### config.mk
export PLATFORM = sky130hd
export DESIGN_NAME = adc_spi_cfg_seq
export DESIGN_NICKNAME = d
export VERILOG_FILES = /design/src/rtl/adc_spi_cfg_seq.sv
export SDC_FILE = /design/constraint.sdc
export NUM_CORES = 1
export LEC_CHECK = 0
export ABC_CLOCK_PERIOD_IN_PS = 3000
export CELL_PAD_IN_SITES_DETAIL_PLACEMENT = 0
export CELL_PAD_IN_SITES_GLOBAL_PLACEMENT = 2
export CORE_MARGIN = 3
export CORE_UTILIZATION = 37
export DETAILED_ROUTE_END_ITERATION = 12
export GPL_ROUTABILITY_DRIVEN = 0
export GPL_TIMING_DRIVEN = 0
export PLACE_DENSITY = 0.94
export SLEW_MARGIN = 20
export SYNTH_ARGS = -nofsm -noshare
export SYNTH_HDL_FRONTEND = slang
export SYNTH_SLANG_ARGS = --single-unit
export TNS_END_PERCENT = 1
### constraint.sdc
create_clock -name clk -period 3 [get_ports clk]
set_clock_uncertainty 0.15 [all_clocks]
set_input_delay 0.45 -clock clk [delete_from_list [all_inputs] [get_ports clk]]
set_output_delay 0.45 -clock clk [all_outputs]
set_load 0.05 [all_outputs]
### src/rtl/adc_spi_cfg_seq.sv
// SPI configuration sequencer for an ADC: replays a power-up register table,
// then serves runtime single-register read/write commands over the same frame engine.
module adc_spi_cfg_seq #(
    parameter int ADDR_W   = 8,
    parameter int DATA_W   = 8,
    parameter int NUM_INIT = 13,
    parameter logic [(NUM_INIT > 0 ? NUM_INIT : 1)*(ADDR_W+DATA_W)-1:0] INIT_TABLE = '0,
    parameter int CLK_DIV  = 4,
    parameter int CSB_GAP  = 2
) (
    input  logic              clk,
    input  logic              rst,
    output logic              sclk,
    output logic              csb,
    output logic              sdio,
    input  logic              sdo,
    output logic              init_done,
    input  logic              cmd_valid,
    output logic              cmd_ready,
    input  logic              cmd_rw,
    input  logic [ADDR_W-1:0] cmd_addr,
    input  logic [DATA_W-1:0] cmd_wdata,
    output logic              rsp_valid,
    output logic [DATA_W-1:0] rsp_rdata
);
    localparam int FW    = ADDR_W + DATA_W;
    localparam int IDX_W = (NUM_INIT > 1) ? $clog2(NUM_INIT) : 1;
    localparam int DIV_W = $clog2(CLK_DIV);
    localparam int BIT_W = $clog2(FW);
    localparam int GAP_W = (CSB_GAP > 1) ? $clog2(CSB_GAP) : 1;

    localparam logic [IDX_W-1:0] LAST_IDX   = IDX_W'((NUM_INIT > 0) ? NUM_INIT - 1 : 0);
    localparam logic [DIV_W-1:0] DIV_LAST   = DIV_W'(CLK_DIV - 1);
    localparam logic [DIV_W-1:0] DIV_HALF   = DIV_W'(CLK_DIV / 2);
    localparam logic [DIV_W-1:0] DIV_PRE    = DIV_W'(CLK_DIV / 2 - 1);
    localparam logic [BIT_W-1:0] BIT_LAST   = BIT_W'(FW - 1);
    localparam logic [BIT_W-1:0] DATA_START = BIT_W'(ADDR_W);
    localparam logic [GAP_W-1:0] GAP_LAST   = GAP_W'(CSB_GAP - 1);

    localparam logic [1:0] S_LOAD  = 2'd0;
    localparam logic [1:0] S_SHIFT = 2'd1;
    localparam logic [1:0] S_GAP   = 2'd2;
    localparam logic [1:0] S_READY = 2'd3;

    logic [1:0]       state;
    logic [IDX_W-1:0] idx;
    logic [DIV_W-1:0] div_cnt;
    logic [BIT_W-1:0] bit_cnt;
    logic [GAP_W-1:0] gap_cnt;
    logic [FW-1:0]    shreg;
    logic             runtime;
    logic             is_read;

    // Pins are decoded from state registers only, so reset reaches them asynchronously.
    assign csb       = (state != S_SHIFT);
    assign sclk      = (state == S_SHIFT) && (div_cnt >= DIV_HALF);
    assign sdio      = (state == S_SHIFT) && shreg[FW-1];
    assign cmd_ready = (state == S_READY);

    always_ff @(posedge clk or posedge rst) begin
        if (rst) begin
            state     <= S_LOAD;
            idx       <= '0;
            div_cnt   <= '0;
            bit_cnt   <= '0;
            gap_cnt   <= '0;
            shreg     <= '0;
            runtime   <= 1'b0;
            is_read   <= 1'b0;
            init_done <= 1'b0;
            rsp_valid <= 1'b0;
            rsp_rdata <= '0;
        end else begin
            rsp_valid <= 1'b0;
            case (state)
                S_LOAD: begin
                    div_cnt <= '0;
                    bit_cnt <= '0;
                    // Runtime frames were already latched on accept.
                    if (runtime) begin
                        state <= S_SHIFT;
                    end else if (NUM_INIT == 0) begin
                        state     <= S_READY;
                        init_done <= 1'b1;
                    end else begin
                        shreg <= INIT_TABLE[int'(idx)*FW +: FW];
                        state <= S_SHIFT;
                    end
                end
                S_SHIFT: begin
                    div_cnt <= (div_cnt == DIV_LAST) ? '0 : div_cnt + 1'b1;
                    if (div_cnt == DIV_PRE && is_read && bit_cnt >= DATA_START)
                        rsp_rdata <= {rsp_rdata[DATA_W-2:0], sdo};
                    if (div_cnt == DIV_LAST) begin
                        shreg <= {shreg[FW-2:0], 1'b0};
                        if (bit_cnt == BIT_LAST) begin
                            state     <= S_GAP;
                            gap_cnt   <= '0;
                            rsp_valid <= runtime;
                        end else begin
                            bit_cnt <= bit_cnt + 1'b1;
                        end
                    end
                end
                S_GAP: begin
                    if (gap_cnt == GAP_LAST) begin
                        if (runtime || idx == LAST_IDX) begin
                            state     <= S_READY;
                            init_done <= 1'b1;
                            runtime   <= 1'b0;
                            is_read   <= 1'b0;
                        end else begin
                            idx   <= idx + 1'b1;
                            state <= S_LOAD;
                        end
                    end else begin
                        gap_cnt <= gap_cnt + 1'b1;
                    end
                end
                S_READY: begin
                    if (cmd_valid) begin
                        runtime <= 1'b1;
                        is_read <= cmd_rw;
                        // Reads set the address MSB and clock out a zero data field.
                        shreg   <= cmd_rw ? {1'b1, cmd_addr[ADDR_W-2:0], {DATA_W{1'b0}}}
                                          : {cmd_addr, cmd_wdata};
                        state   <= S_LOAD;
                    end
                end
                default: state <= S_LOAD;
            endcase
        end
    end
endmodule
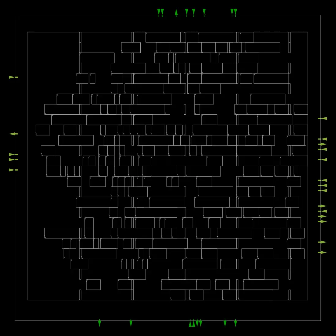
(images/placed.png)
fin util: 50.2%
site row count: 26
core footprint: 5240 µm²

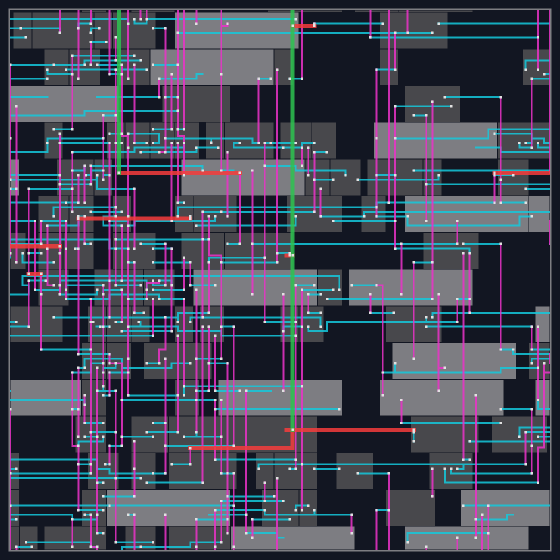
(images/closeup.png)
Region (20, 20) to (60, 60) µm. Cells in gray, sequential cells in the stronger gray; small squares are vias.
| color | layer |
|---|---|
| cyan | M1 |
| green | M4 |
| red | M3 |
| magenta | M2 |
cells with their middle in the window: 98
most frequent: dfrtp_1 (16), o21ai_0 (8), inv_1 (6)
netlist names of flops here include: shreg (5), bit_cnt (2), div_cnt (2)
sequential cells in the window: 16

==> results.yml <==
# implementation run metrics
synthesis:
  area_leaders: "dfrtp_1, mux2_2, mux2_4, a22o_1, ha_1"
  ys_area_um2: 2060
  synth_top_flop_cell: "dfrtp_1"
  yosys-top-cells-count: "dfrtp_1, mux2_2, a22o_1, inv_1"
  synth-seq-area-share_pct: 49.7
  async_flop_share_pct: 100
  synth_warnings: 0
  syn_inst: 175
  largest_area_cell: "dfrtp_1"
  syn_area_um2: 2060
  top_area_share_pct: 49.7
worst_setup_path:
  endpoint: "cmd_ready"
  reg2reg_from: "idx[0]"
  crit_fanout: 10
  crit_type: "reg -> out"
  cp.arrival_ns: 2.17
  cp_cell_sequence: "buf_2, and2_1, clkbuf_1, clkdlybuf4s50_1"
  cp-end-kind: "primary output"
  r2r-end: "idx[1]"
  startpoint: "state[0]"
floorplan:
  die.size.y_um: 80.7
  fp_util_pct: 39.4
  die-area_um2: 6510
  tap_cells: 70
global_routing:
  grt_usage_pct: 14.1
  overflow: 0
  first_global_vias: 1481
timing:
  setup_ws_ns: 0.227
  slew_viol_final: 0
  min_period_ns: 2.77
  finalClockPeriodUsage_pct: 92.4
  setup_viol: 0
  tns_ns: 0
layout:
  comb_area_um2: 910
  regArea_um2: 1030
  nMultiInputCombCells: 108
  ff_count: 41
clock_network:
  cts_buffer_depth: 2
  clk_latency_ns: 0.29
  cts_root_buffer: "clkbuf_8"
  clk_pin_slew_ns: 0.08
route:
  drtAntennaViolNets: 0
  drt_wl_total_um: 4130
  viasPerCell: 5.07
  drt_iter0_markers: 59
  first_pass_iters: 4
power_and_ir_drop:
  finalPower_w: 0.00192
  intPower_w: 0.00128
  switching_share_pct: 33.1
  irDropWorstVdd_v: 0.000271
  p_sw_w: 0.000634
placement:
  hpwl_um: 2910
  pre_cts_slack_ns: 0.359
  port_buffers: 34
run:
  warnings: 31
outcome:
  status: "finished, final reports clean"
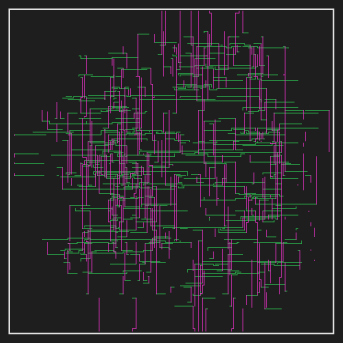
(images/layers.png)
(4 px per µm) Only two layers are drawn.
| color | layer | wire length |
|---|---|---|
| magenta | M2 | 1940 µm |
| green | M1 | 1930 µm |

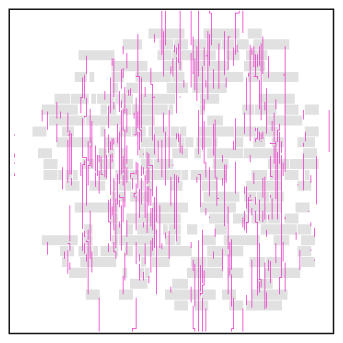
(images/m2.png)
(4 px per µm)
wire length on this layer: 1940 µm
share of all routed wire: 47%
nets with wire on the layer: 211

==> flip-flops by register name (all words and copies together) (netlist names), 2 cells and up <==
register   cells
state          2
div_cnt        2
bit_cnt        4
shreg         16
idx            4
rsp_rdata      8
==> kinds of logic after synthesis <==
family | count (synthesis) | synth area share, %
DFF | 41 | 49.7
AOI/OAI and AO/OA | 40 | 14.0
and+or+nand+nor | 31 | 8.37
muxes | 27 | 16.2
buffers and inverters | 26 | 6.18
adders and majority gates | 7 | 4.24
xor gates and xnor gates | 3 | 1.27
==> critical path: cells and delay by family (launching register included) <==
kind / cells / cell delay (ns)
buffers and inverters: 3 / 1.38
flip-flops: 1 / 0.35
AND/OR/NAND/NOR: 1 / 0.15
==> routing by layer <==
| metal | global-route usage, % | wire, µm | up-vias |
|---|---|---|---|
| li1 | - | - | 705 |
| met1 | 18.8 | 1930 | 716 |
| met2 | 22.0 | 1940 | 33 |
| met3 | 3.70 | 196 | 6 |
| met4 | 5.07 | 56 | 0 |
| met5 | 0 | 0 | - |
==> power by group through the flow <==
stage	combinational (W)	clock (W)	sequential, W
floorplan	0.000500	0	0.000787
detailed placement	0.000712	0	0.000762
CTS	0.000717	0.000473	0.000752
finish	0.000707	0.000458	0.000752
global route	0.000772	0.000496	0.000770
global placement	0.000700	0	0.000758
==> worst min-delay path by stage <==
stage / endpoint / slack, ns / cells past startpoint
floorplan: idx[3] / 0.29 / 1
global placement: idx[3] / 0.31 / 1
detailed placement: idx[3] / 0.31 / 1
CTS: shreg[8] / 0.23 / 2
global route: shreg[8] / 0.24 / 2
finish: shreg[7] / 0.24 / 2
==> stage by stage <==
stage	std cells	instance area [µm²]
6_report	288	2630
5_1_grt	288	2630
4_1_cts	288	2630
3_5_place_dp	280	2510
3_3_place_gp	279	2490
2_1_floorplan	175	2060
Power is estimated from default activity; no workload was simulated.
